$ cat config.mk
export PLATFORM = sky130hd
export DESIGN_NAME = alu_muldiv_seq
export DESIGN_NICKNAME = d
export VERILOG_FILES = /design/src/rtl/alu_muldiv_seq.sv
export SDC_FILE = /design/constraint.sdc
export NUM_CORES = 1
export LEC_CHECK = 0
export ABC_AREA = 1
export CAP_MARGIN = 20
export CORE_MARGIN = 2
export CORE_UTILIZATION = 42
export CTS_BUF_LIST = sky130_fd_sc_hd__clkbuf_8
export DETAILED_ROUTE_END_ITERATION = 10
export PLACE_DENSITY = 0.78
export SETUP_SLACK_MARGIN = 0.4
export SYNTH_ARGS = -nofsm -noshare
export SYNTH_HDL_FRONTEND = slang
export SYNTH_SLANG_ARGS = --single-unit
$ cat constraint.sdc
create_clock -name clk -period 3.9 [get_ports clk]
set_input_delay 0.39 -clock clk [delete_from_list [all_inputs] [get_ports clk]]
set_output_delay 0.39 -clock clk [all_outputs]
set_load 0.02 [all_outputs]
$ cat src/rtl/alu_muldiv_seq.sv
// alu_muldiv_seq
//   Multi-cycle unsigned multiply / restoring divide sequencer. It owns no
//   adder of its own. Every step goes through an external WIDTH-bit ALU built
//   from rippled 74S181 slices, which this block borrows from the main
//   datapath while an operation runs.
//
//   Multiply (op=0): shift-and-add, LSB of the multiplier first.
//     res_hi:res_lo = opa * opb
//   Divide   (op=1): restoring divide, one quotient bit per step.
//     res_lo = opa / opb, res_hi = opa % opb
//     opb==0 is not special-cased. It yields res_lo=all ones, res_hi=opa and
//     raises div0.
//
// Ports
//   clk, reset        clock, asynchronous active-high reset
//   start, op         start request (sampled only in IDLE), 0=mul 1=div
//   opa, opb          multiplicand/dividend, multiplier/divisor
//   busy, done        busy in STEP and DONE; done is a one-cycle result pulse
//   div0              divide-by-zero flag, held until the next accepted start
//   res_hi, res_lo    ACC register (product high / remainder),
//                     Q register (product low / quotient)
//   alu_a, alu_b      ALU operands
//   alu_s, alu_m      ALU function select and mode
//   alu_cin_n         ALU carry-in, active-low
//   alu_f, alu_cout_n ALU result and carry-out (active-low), same cycle
module alu_muldiv_seq #(
  parameter int WIDTH = 32,
  parameter int CNTW  = 5
) (
  input  logic             clk,
  input  logic             reset,
  input  logic             start,
  input  logic             op,
  input  logic [WIDTH-1:0] opa,
  input  logic [WIDTH-1:0] opb,
  output logic             busy,
  output logic             done,
  output logic             div0,
  output logic [WIDTH-1:0] res_hi,
  output logic [WIDTH-1:0] res_lo,
  output logic [WIDTH-1:0] alu_a,
  output logic [WIDTH-1:0] alu_b,
  output logic [3:0]       alu_s,
  output logic             alu_m,
  output logic             alu_cin_n,
  input  logic [WIDTH-1:0] alu_f,
  input  logic             alu_cout_n
);

  // 74S181 arithmetic-mode encodings
  localparam logic [3:0] S_PASS = 4'b0000;  // F = A        (cin_n = 1)
  localparam logic [3:0] S_ADD  = 4'b1001;  // F = A + B    (cin_n = 1)
  localparam logic [3:0] S_SUB  = 4'b0110;  // F = A - B    (cin_n = 0)

  localparam logic [CNTW-1:0] LAST_STEP = CNTW'(WIDTH - 1);

  typedef enum logic [1:0] {
    IDLE = 2'd0,
    STEP = 2'd1,
    DONE = 2'd2
  } state_t;

  state_t            state, state_nxt;
  logic [WIDTH-1:0]  acc,    acc_nxt;
  logic [WIDTH-1:0]  quo,    quo_nxt;
  logic [WIDTH-1:0]  b_reg,  b_nxt;
  logic [CNTW-1:0]   count,  count_nxt;
  logic              op_reg, op_nxt;
  logic              div0_reg, div0_nxt;

  logic              mul_carry;
  logic              div_ok;

  // State and datapath registers
  always_ff @(posedge clk or posedge reset) begin
    if (reset) begin
      state    <= IDLE;
      acc      <= '0;
      quo      <= '0;
      b_reg    <= '0;
      count    <= '0;
      op_reg   <= 1'b0;
      div0_reg <= 1'b0;
    end else begin
      state    <= state_nxt;
      acc      <= acc_nxt;
      quo      <= quo_nxt;
      b_reg    <= b_nxt;
      count    <= count_nxt;
      op_reg   <= op_nxt;
      div0_reg <= div0_nxt;
    end
  end

  // Next state, register updates and ALU control
  always_comb begin
    state_nxt = state;
    acc_nxt   = acc;
    quo_nxt   = quo;
    b_nxt     = b_reg;
    count_nxt = count;
    op_nxt    = op_reg;
    div0_nxt  = div0_reg;
    alu_a     = acc;
    alu_s     = S_PASS;
    alu_cin_n = 1'b1;
    mul_carry = 1'b0;
    div_ok    = 1'b0;

    case (state)
      IDLE: begin
        if (start) begin
          op_nxt    = op;
          b_nxt     = opb;
          acc_nxt   = '0;
          quo_nxt   = opa;
          count_nxt = '0;
          div0_nxt  = op & (opb == '0);
          state_nxt = STEP;
        end
      end

      STEP: begin
        if (!op_reg) begin
          // Add the multiplicand only when the current multiplier bit is set,
          // then shift ACC:Q right one place, the carry landing in ACC's MSB.
          if (quo[0]) begin
            alu_s     = S_ADD;
            mul_carry = ~alu_cout_n;
          end
          acc_nxt = {mul_carry, alu_f[WIDTH-1:1]};
          quo_nxt = {alu_f[0], quo[WIDTH-1:1]};
        end else begin
          // Trial subtract of the divisor from the partial remainder shifted
          // left by one. A set ACC MSB means the shifted value has a 33rd bit,
          // so it exceeds any divisor regardless of the ALU borrow.
          alu_a     = {acc[WIDTH-2:0], quo[WIDTH-1]};
          alu_s     = S_SUB;
          alu_cin_n = 1'b0;
          div_ok    = ~alu_cout_n | acc[WIDTH-1];
          acc_nxt   = div_ok ? alu_f : alu_a;
          quo_nxt   = {quo[WIDTH-2:0], div_ok};
        end
        count_nxt = count + 1'b1;
        if (count == LAST_STEP) begin
          state_nxt = DONE;
        end
      end

      DONE: begin
        state_nxt = IDLE;
      end

      default: begin
        state_nxt = IDLE;
      end
    endcase
  end

  assign alu_b  = b_reg;
  assign alu_m  = 1'b0;
  assign busy   = (state != IDLE);
  assign done   = (state == DONE);
  assign div0   = div0_reg;
  assign res_hi = acc;
  assign res_lo = quo;

endmodule

==> impl_results.html, run 1 <==
<h2>Implementation results</h2>
<table>
<tr><th>Metric</th><th>Value</th></tr>
<tr><th colspan="2">Clock tree</th></tr>
<tr><td>Clock tree from TritonCTS</td><td>built</td></tr>
<tr><td>CTS HTree Levels</td><td>3</td></tr>
<tr><td>Clock latency on the worst-skew pair</td><td>370 ps</td></tr>
<tr><td>Number of cells upsized or downsized after cts</td><td>0</td></tr>
<tr><td>Post-cts hold buffer count</td><td>0</td></tr>
<tr><td>Clock sink count</td><td>105</td></tr>
<tr><th colspan="2">STA</th></tr>
<tr><td>RSZ-0062 raised after global routing</td><td>false</td></tr>
<tr><td>Hold Slack</td><td>485 ps</td></tr>
<tr><td>Shortest period the worst path allows</td><td>2740 ps</td></tr>
<tr><td>Total count of max-transition violations in the final report</td><td>0</td></tr>
<tr><td>Final clock period utilization by the worst path</td><td>0.702</td></tr>
<tr><td>Number of endpoints failing setup at the final stage</td><td>0</td></tr>
<tr><td>Max Clk Rate</td><td>365 MHz</td></tr>
<tr><td>Post-Route Skew</td><td>13.0 ps</td></tr>
<tr><td>Post-Route Setup TNS</td><td>0 ps</td></tr>
<tr><td>Number of hold violations in the final report</td><td>0</td></tr>
<tr><th colspan="2">Placed design</th></tr>
<tr><td>Placed cells</td><td>around 1200</td></tr>
<tr><td>Cell area reported after detailed placement</td><td>approximately 8300 um2</td></tr>
<tr><td>I/O Buffers</td><td>about 240</td></tr>
<tr><td>Placement Setup Slack</td><td>1550 ps</td></tr>
<tr><td>Gp weighted congestion</td><td>0.844</td></tr>
<tr><th colspan="2">Global route</th></tr>
<tr><td>Global-route wire length before repair</td><td>26.8 mm</td></tr>
<tr><td>Number of antenna violations at the first check in global routing</td><td>0</td></tr>
<tr><th colspan="2">Floorplan</th></tr>
<tr><td>Die span in x</td><td>124 um</td></tr>
<tr><td>Std-Cell Core Area</td><td>13900 um2</td></tr>
<tr><td>Io pins</td><td>238</td></tr>
<tr><td>Height of the die</td><td>124 um</td></tr>
<tr><th colspan="2">Pwr</th></tr>
<tr><td>Fraction of power consumed by the clock network</td><td>0.090</td></tr>
<tr><td>Switching fraction of total power</td><td>0.469</td></tr>
<tr><td>Cell-internal power</td><td>around 4.1 mW</td></tr>
<tr><td>Total chip power</td><td>7.74 mW</td></tr>
<tr><td>Biggest power consumer among the groups</td><td>combinational logic</td></tr>
<tr><td>Combinational cell power</td><td>4.94 mW</td></tr>
<tr><td>Power density of the placed cells</td><td>roughly 900 nW/um2</td></tr>
<tr><td>Fraction of power consumed by combinational cells</td><td>0.638</td></tr>
<tr><td>Worst IR drop on VDD</td><td>0.430 mV</td></tr>
<tr><th colspan="2">Routing</th></tr>
<tr><td>Number of detailed-routing iterations run before antenna repair</td><td>5</td></tr>
<tr><td>Number of vias per cell</td><td>between 4 and 5</td></tr>
<tr><td>Total DRC errors in the routed layout</td><td>0</td></tr>
<tr><td>Tally of nets with antenna violations remaining after routing</td><td>0</td></tr>
<tr><td>Total Wirelength</td><td>~17 mm</td></tr>
<tr><td>Total via count in the routed design</td><td>6005</td></tr>
<tr><td>DRT iter0 DRCs</td><td>405</td></tr>
<tr><th colspan="2">Layout</th></tr>
<tr><td>Area taken by flip-flops and latches</td><td>2630 um2</td></tr>
<tr><td>MI comb area</td><td>between 2000 and 3000 um2</td></tr>
<tr><td>Layout cells sized above 1</td><td>0.0381</td></tr>
<tr><td>FILL cells</td><td>1288</td></tr>
<tr><td>Layout Area Growth over Synthesis</td><td>42.1%</td></tr>
<tr><td>Diode count</td><td>0</td></tr>
<tr><th colspan="2">Synth</th></tr>
<tr><td>Biggest area cells</td><td>sky130_fd_sc_hd__dfrtp_1 (44%), sky130_fd_sc_hd__nand2_1 (20%), sky130_fd_sc_hd__inv_1 (6.8%)</td></tr>
<tr><td>Yosys synthesis chip area</td><td>6030 um2</td></tr>
<tr><td>Synth flops</td><td>about 110</td></tr>
<tr><td>Mean cell area of the mapped netlist</td><td>~7.2 um2</td></tr>
<tr><td>Area share of the largest cell type after synthesis</td><td>0.436</td></tr>
<tr><td>Count of warnings emitted by yosys</td><td>0</td></tr>
<tr><td>Net count after synthesis</td><td>946</td></tr>
<tr><th colspan="2">Worst setup path</th></tr>
<tr><td>Data arrival time of the critical path</td><td>2350 ps</td></tr>
<tr><td>Worst-path maximum fanout</td><td>38</td></tr>
<tr><td>Critical-path cell list</td><td>inv_2 -&gt; nand2_2 -&gt; buf_4 -&gt; nor3_1 -&gt; clkdlybuf4s50_1</td></tr>
<tr><td>Sort of element at the start of the critical path</td><td>flop</td></tr>
<tr><td>WP data required</td><td>around 3500 ps</td></tr>
<tr><th colspan="2">Flow run</th></tr>
<tr><td>OpenROAD warnings</td><td>26</td></tr>
<tr><th colspan="2">Outcome</th></tr>
<tr><td>Run status</td><td>finished, final reports clean</td></tr>
</table>
## run 1: cell type report
type | instances | share of cell area
repair buffers | 248 | 0.290
clock buffers | 9 | 0.0145
multi-input cells | 566 | 0.303
flip-flops and latches | 105 | 0.307
clock inverters | 7 | 0.00920
inverters | 114 | 0.0502
well taps | 180 | 0.0263
## run 1: metal layers
layer  part of all wire  up-vias  GRT usage
li1                   -     3067          -
met1               0.44     2734      0.302
met2               0.48      196      0.359
met3              0.073        8     0.0527
met4             0.0080        0     0.0447
met5                  0        -          0
## run 1: final timing paths
kind                            cells past startpoint  slack, ps         end     start
max in group asynchronous                           3       2620   alu_b[28]     reset
worst min-delay path                                2        480    alu_b[8]  alu_b[8]
min in group asynchronous                           2        520  res_hi[23]     reset
worst max-delay path                                5       1160    alu_s[0]  state[1]
worst max register to register                      7       1690  res_hi[11]  state[0]
worst min register to register                      2        480    alu_b[8]  alu_b[8]
## run 1: cell usage after synthesis
library cell / count
sky130_fd_sc_hd__nand2_1: 321
sky130_fd_sc_hd__inv_1: 109
sky130_fd_sc_hd__dfrtp_1: 105
sky130_fd_sc_hd__o21ai_0: 80
sky130_fd_sc_hd__nand3_1: 37
sky130_fd_sc_hd__a22oi_1: 32
sky130_fd_sc_hd__o211ai_1: 32
sky130_fd_sc_hd__o21ai_1: 26
sky130_fd_sc_hd__nor2_1: 24
sky130_fd_sc_hd__buf_2: 20
sky130_fd_sc_hd__buf_4: 20
sky130_fd_sc_hd__clkbuf_1: 10
sky130_fd_sc_hd__buf_6: 8
sky130_fd_sc_hd__inv_2: 5
sky130_fd_sc_hd__a21oi_1: 2
sky130_fd_sc_hd__ha_1: 2
sky130_fd_sc_hd__nand2_2: 2
sky130_fd_sc_hd__o21bai_1: 2
sky130_fd_sc_hd__a22o_1: 1
sky130_fd_sc_hd__conb_1: 1
sky130_fd_sc_hd__nand3_2: 1
sky130_fd_sc_hd__nor2_2: 1
sky130_fd_sc_hd__nor2_4: 1
sky130_fd_sc_hd__nor3_1: 1
## run 1: critical path: cells and delay by family, from the launching register on
kind,cells,cell delay [ps]
buffers and inverters,3,1060
flip-flops,1,380
AND/OR/NAND/NOR,2,550
## run 1: placed cells by master, fill, tap and decap left out, drive strengths merged
master           n
nand2          323
clkdlybuf4s50  236
inv            115
o21ai          106
dfrtp          105
nand3           38
a22oi           32
o211ai          32
nor2            26
buf             12
clkbuf           9
clkinvlp         3
o21bai           2
a21oi            2
ha               2
clkinv           2
nor3             1
a22o             1
conb             1
bufinv           1
## run 1: cells by family (layout without fill, tap and decap cells)
| kind of cell | after synthesis | in the layout | share of synthesized area |
|---|---|---|---|
| compound gates | 175 | 175 | 0.173 |
| fa+ha+maj | 2 | 2 | 0.00415 |
| buf+inv | 172 | 378 | 0.134 |
| flops | 105 | 105 | 0.436 |
| other cells | 1 | 1 | 0.000622 |
| simple gates | 388 | 388 | 0.253 |
==> run_1/final_congestion.png <==
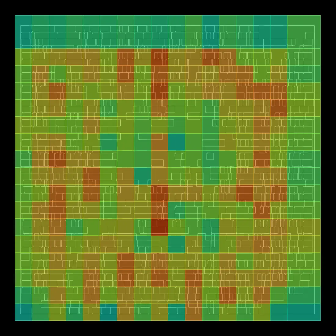
routed wirelength normalized by instance count: 13.8 um
met3 global-route usage: 0.0527
most congested layer reported by global routing: met2
gr usage total: 0.221

==> run_1/wire_density.png <==
(3 px per um) 25 x 25 tiles, from white (low) to dark blue (high), scaled to the fullest tile. Values are wire area over tile area, all layers added.
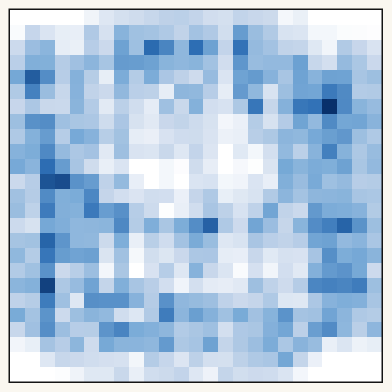
The mean over all tiles is 0.18. The fullest tile reaches 0.54. The emptiest ninth of the die: centre. 5.8% of the tiles are nearly empty. 18% of the tiles are over half the peak.

==> run_1/port_nets.png <==
(4 px per um)
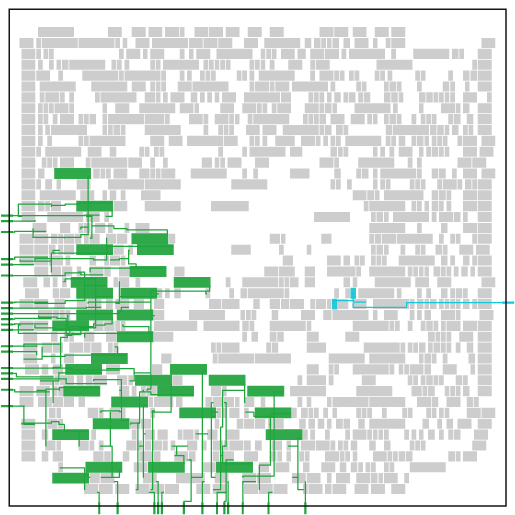
Key: cyan = `alu_cout_n` [bits 1, direction input, end cells 2, buffers 1, wire 51.5 um]; green = `res_lo` [bits 32, direction output, end cells 32, buffers 32, wire 1290 um]

==> run_1/gate_families.png <==
(3 px per um)
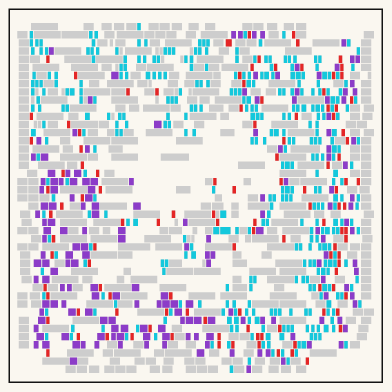
Key: cyan = NAND gates [cells 361, where all over the die]; purple = inverting AOI/OAI gates [cells 174, where all over the die]; red = inverters [cells 114, where all over the die]

==> run_1/clock_map.png <==
(4 px per um)
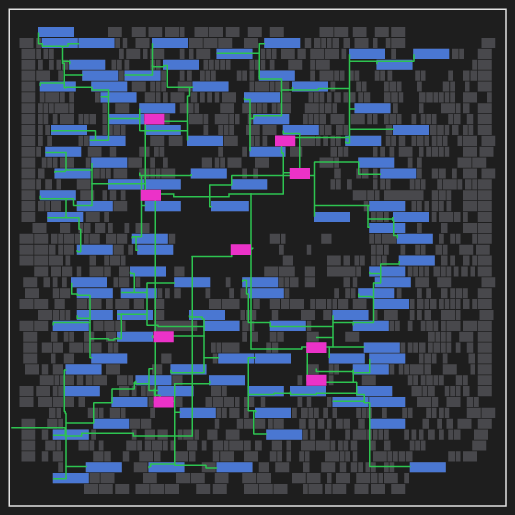

==> run 1 -> run 2 <==
Clock period 3.9 ns to 2.8 ns, I/O delays scaled along.
==> run_2/clock_map.png <==
(4 px per um)
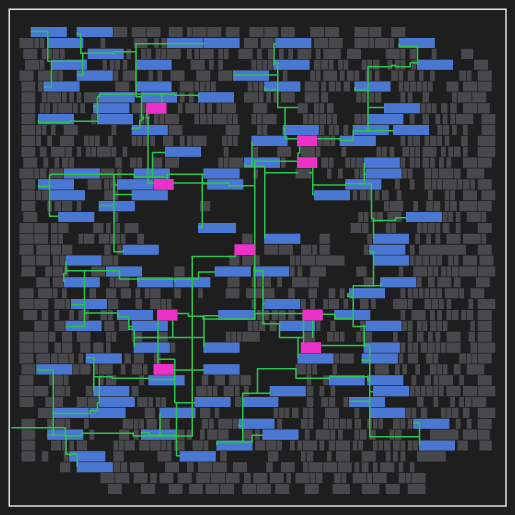
Key: magenta = cells driving clock nets [count 9]; blue = flip-flops [count 105]; green = clock wires [length 1250 um]
Position of the flops: all over the die.

==> run 2 against run 1 <==
  * Clock skew decreased by 0.63 ps
  * Die area unchanged
  * Register-to-register slack got worse by 930 ps
  * Largest cell class unchanged
  * Sequential share of layout area decreased by 0.36 points
  * Worst hold slack got worse by 330 ps
  * Critical path type unchanged
  * Clock-buffer cell count unchanged
  * Cell area increased by 1.2%
  * Total power increased by 39%
  * First-iteration DRC count increased by 2.2%
==> impl_results.html, run 2 <==
<h2>Implementation results</h2>
<table>
<tr><th>Metric</th><th>Value</th></tr>
<tr><th colspan="2">Synth</th></tr>
<tr><td>Largest area contributor in the synthesized netlist</td><td>sky130_fd_sc_hd__dfrtp_1</td></tr>
<tr><td>Biggest area cells</td><td>sky130_fd_sc_hd__dfrtp_1 (44%), sky130_fd_sc_hd__nand2_1 (20%), sky130_fd_sc_hd__inv_1 (6.8%)</td></tr>
<tr><td>Yosys synthesis chip area</td><td>6030 um2</td></tr>
<tr><td>Multiplexer share of the synthesized area</td><td>0</td></tr>
<tr><td>Share of the synthesized netlist area taken by xor and xnor gates</td><td>0</td></tr>
<tr><td>Post-synthesis adder-cell area fraction</td><td>0.00415</td></tr>
<tr><td>List of most frequent post-synthesis cells</td><td>sky130_fd_sc_hd__nand2_1 (321), sky130_fd_sc_hd__inv_1 (109), sky130_fd_sc_hd__dfrtp_1 (105)</td></tr>
<tr><td>Net count after synthesis</td><td>946</td></tr>
<tr><td>Synth flops</td><td>105</td></tr>
<tr><td>Largest non-sequential cell family by area</td><td>simple AND/OR/NAND/NOR gates</td></tr>
<tr><td>AND-OR/OR-AND Cells, Area Fraction</td><td>0.173</td></tr>
<tr><td>Area share of the largest cell type after synthesis</td><td>0.436</td></tr>
<tr><td>Leading register cell type out of synthesis</td><td>sky130_fd_sc_hd__dfrtp_1</td></tr>
<tr><td>Count of library flops with an enable pin</td><td>0</td></tr>
<tr><td>Basic Gates by Area</td><td>0.253</td></tr>
<tr><td>Async S/R FF share, synth</td><td>1.00</td></tr>
<tr><th colspan="2">STA</th></tr>
<tr><td>Post-Route Setup TNS</td><td>0 ps</td></tr>
<tr><td>Number of hold violations in the final report</td><td>0</td></tr>
<tr><td>Measured slew at the worst slew-check pin</td><td>815 ps</td></tr>
<tr><td>Max Clk Rate</td><td>around 430 MHz</td></tr>
<tr><td>Total count of max-transition violations in the final report</td><td>0</td></tr>
<tr><td>Final clock period utilization by the worst path</td><td>0.822</td></tr>
<tr><td>Shortest period the worst path allows</td><td>2300 ps</td></tr>
<tr><td>Number of endpoints failing setup at the final stage</td><td>0</td></tr>
<tr><th colspan="2">Routing</th></tr>
<tr><td>DRT iter0 DRCs</td><td>414</td></tr>
<tr><td>Total Wirelength</td><td>around 17 mm</td></tr>
<tr><td>Routed wirelength normalized by instance count</td><td>13.9 um</td></tr>
<tr><td>Total via count in the routed design</td><td>6168</td></tr>
<tr><td>Number of vias per cell</td><td>5.00</td></tr>
<tr><td>Tally of nets with antenna violations remaining after routing</td><td>0</td></tr>
<tr><td>Number of detailed-routing iterations run before antenna repair</td><td>4</td></tr>
<tr><td>Total DRC errors in the routed layout</td><td>0</td></tr>
<tr><th colspan="2">Clock tree</th></tr>
<tr><td>CTS clock-pin slew for the worst setup and hold paths</td><td>100 ps</td></tr>
<tr><td>Clock sink count</td><td>105</td></tr>
<tr><td>Clock tree from TritonCTS</td><td>built</td></tr>
<tr><td>Clock latency on the worst-skew pair</td><td>370 ps</td></tr>
<tr><th colspan="2">Floorplan</th></tr>
<tr><td>Std-Cell Core Area</td><td>between 10000 and 15000 um2</td></tr>
<tr><td>Io pins</td><td>238</td></tr>
<tr><td>Height of the die</td><td>124 um</td></tr>
<tr><td>Starting density of the core</td><td>0.433</td></tr>
<tr><td>Die span in x</td><td>124 um</td></tr>
<tr><th colspan="2">Worst setup path</th></tr>
<tr><td>WP data required</td><td>~2500 ps</td></tr>
<tr><td>Worst-path maximum fanout</td><td>4</td></tr>
<tr><td>Critical-path cell list</td><td>inv_2 -&gt; nand2_4 -&gt; buf_4 -&gt; nor3_2 -&gt; clkdlybuf4s50_1</td></tr>
<tr><td>Critical Path Max Stage Delay</td><td>680 ps</td></tr>
<tr><td>Sort of element at the start of the critical path</td><td>flop</td></tr>
<tr><td>Data arrival time of the critical path</td><td>between 2000 and 2500 ps</td></tr>
<tr><td>Reg2reg setup slack</td><td>760 ps</td></tr>
<tr><th colspan="2">Global route</th></tr>
<tr><td>Global-route wire length before repair</td><td>27.1 mm</td></tr>
<tr><td>Number of antenna violations at the first check in global routing</td><td>0</td></tr>
<tr><th colspan="2">Layout</th></tr>
<tr><td>Diode count</td><td>0</td></tr>
<tr><td>FILL cells</td><td>1280</td></tr>
<tr><td>Highest-count cells in the layout ignoring fill and taps</td><td>sky130_fd_sc_hd__nand2_1 (321), sky130_fd_sc_hd__clkdlybuf4s50_1 (213), sky130_fd_sc_hd__inv_1 (108)</td></tr>
<tr><th colspan="2">Pwr</th></tr>
<tr><td>Total chip power</td><td>10.8 mW</td></tr>
<tr><td>Power density of the placed cells</td><td>1240 nW/um2</td></tr>
<tr><td>Worst IR drop on VDD</td><td>approximately 0.57 mV</td></tr>
<tr><th colspan="2">Placed design</th></tr>
<tr><td>I/O Buffers</td><td>between 200 and 250</td></tr>
<tr><td>Gp weighted congestion</td><td>between 0.8 and 0.9</td></tr>
<tr><th colspan="2">Outcome</th></tr>
<tr><td>Run status</td><td>finished, final reports clean</td></tr>
<tr><th colspan="2">Flow run</th></tr>
<tr><td>OpenROAD warnings</td><td>26</td></tr>
</table>
==> run_2/final_congestion.png <==
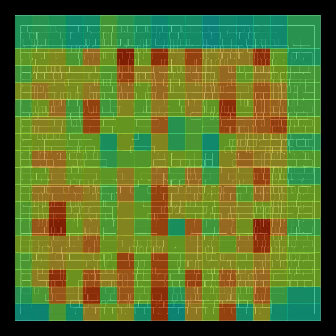
final standard cell utilization of the core: 0.622
met3 global-route usage: 0.0485
gr usage total: 0.221
global-route met2 utilization: 0.366

## run 2: cell count changes in the layout (fill, tap and decap cells not counted), sizes merged
cell	change
bufinv	-1
clkdlybuf4s50	-23
clkinvlp	+2
dlymetal6s2s	+17
clkinv	-1
dlygate4sd2	+6
bufbuf	+1
buf	+4
## run 2: layer usage
layer / part of all wire / GRT usage / vias to the layer above
met2: 0.48 / 0.366 / 194
met1: 0.44 / 0.295 / 2885
met5: 0 / 0 / -
met3: 0.071 / 0.0485 / 14
li1: - / - / 3075
met4: 0.0095 / 0.0533 / 0
## run 2: final timing paths
kind,from,to,cells past startpoint
worst max-delay path,state[1],alu_s[0],5
worst min-delay path,reset,res_hi[5],2
worst max register to register,state[1],res_hi[16],8
worst min register to register,alu_b[8],alu_b[8],2
max in group asynchronous,reset,op_reg,3
min in group clk,opb[3],alu_b[3],3
## run 2: power by group
group | switching [mW] | total [mW] | leakage, nW | internal (mW)
Combinational | 3.89 | 6.93 | 3.02 | 3.04
Sequential | 0.663 | 2.94 | 1.27 | 2.28
Clock | 0.547 | 0.879 | 0.0798 | 0.331
## run 2: final cells by class
cell class | instances | area (um2) | area share
clock buffers | 9 | 124 | 0.0143
clock inverters | 7 | 55.1 | 0.00635
inverters | 114 | 432 | 0.0498
multi-input cells | 566 | 2610 | 0.301
flip-flops and latches | 105 | 2630 | 0.303
well taps | 180 | 225 | 0.0260
repair buffers | 253 | 2600 | 0.300
## run 2: metrics by stage
step / util / worst slack [ps] / hold WS (ps) / instances
6_report: 0.622 / 499 / 151 / 1234
5_1_grt: 0.622 / 385 / 137 / 1234
4_1_cts: 0.618 / 459 / 144 / 1233
3_5_place_dp: 0.601 / 540 / 464 / 1213
3_3_place_gp: 0.601 / 544 / 461 / 1213
2_1_floorplan: - / 1070 / 390 / 843
## run 2: kinds of logic (layout without fill, tap and decap cells)
| logic type | Yosys count | after routing |
|---|---|---|
| other | 1 | 1 |
| and+or+nand+nor | 388 | 388 |
| AOI/OAI and AO/OA | 175 | 175 |
| buffers and inverters | 172 | 383 |
| adders and majority gates | 2 | 2 |
| DFF | 105 | 105 |
## run 2: repair_timing
action                                  in CTS  in global routing
pin swaps                                    1                  0
hold buffers                                 0                  0
cloned                                       1                  0
setup buffers                                3                  0
resized                                      8                 17
endpoints found under the setup margin      37                 17
## run 2: worst max-delay path: cells and delay by family (launching register included)
kind	cells	cell delay, ps
buffers and inverters	3	930
flip-flops	1	380
AND/OR/NAND/NOR	2	360
No activity file was given, so power comes from the tool's default toggle rates.
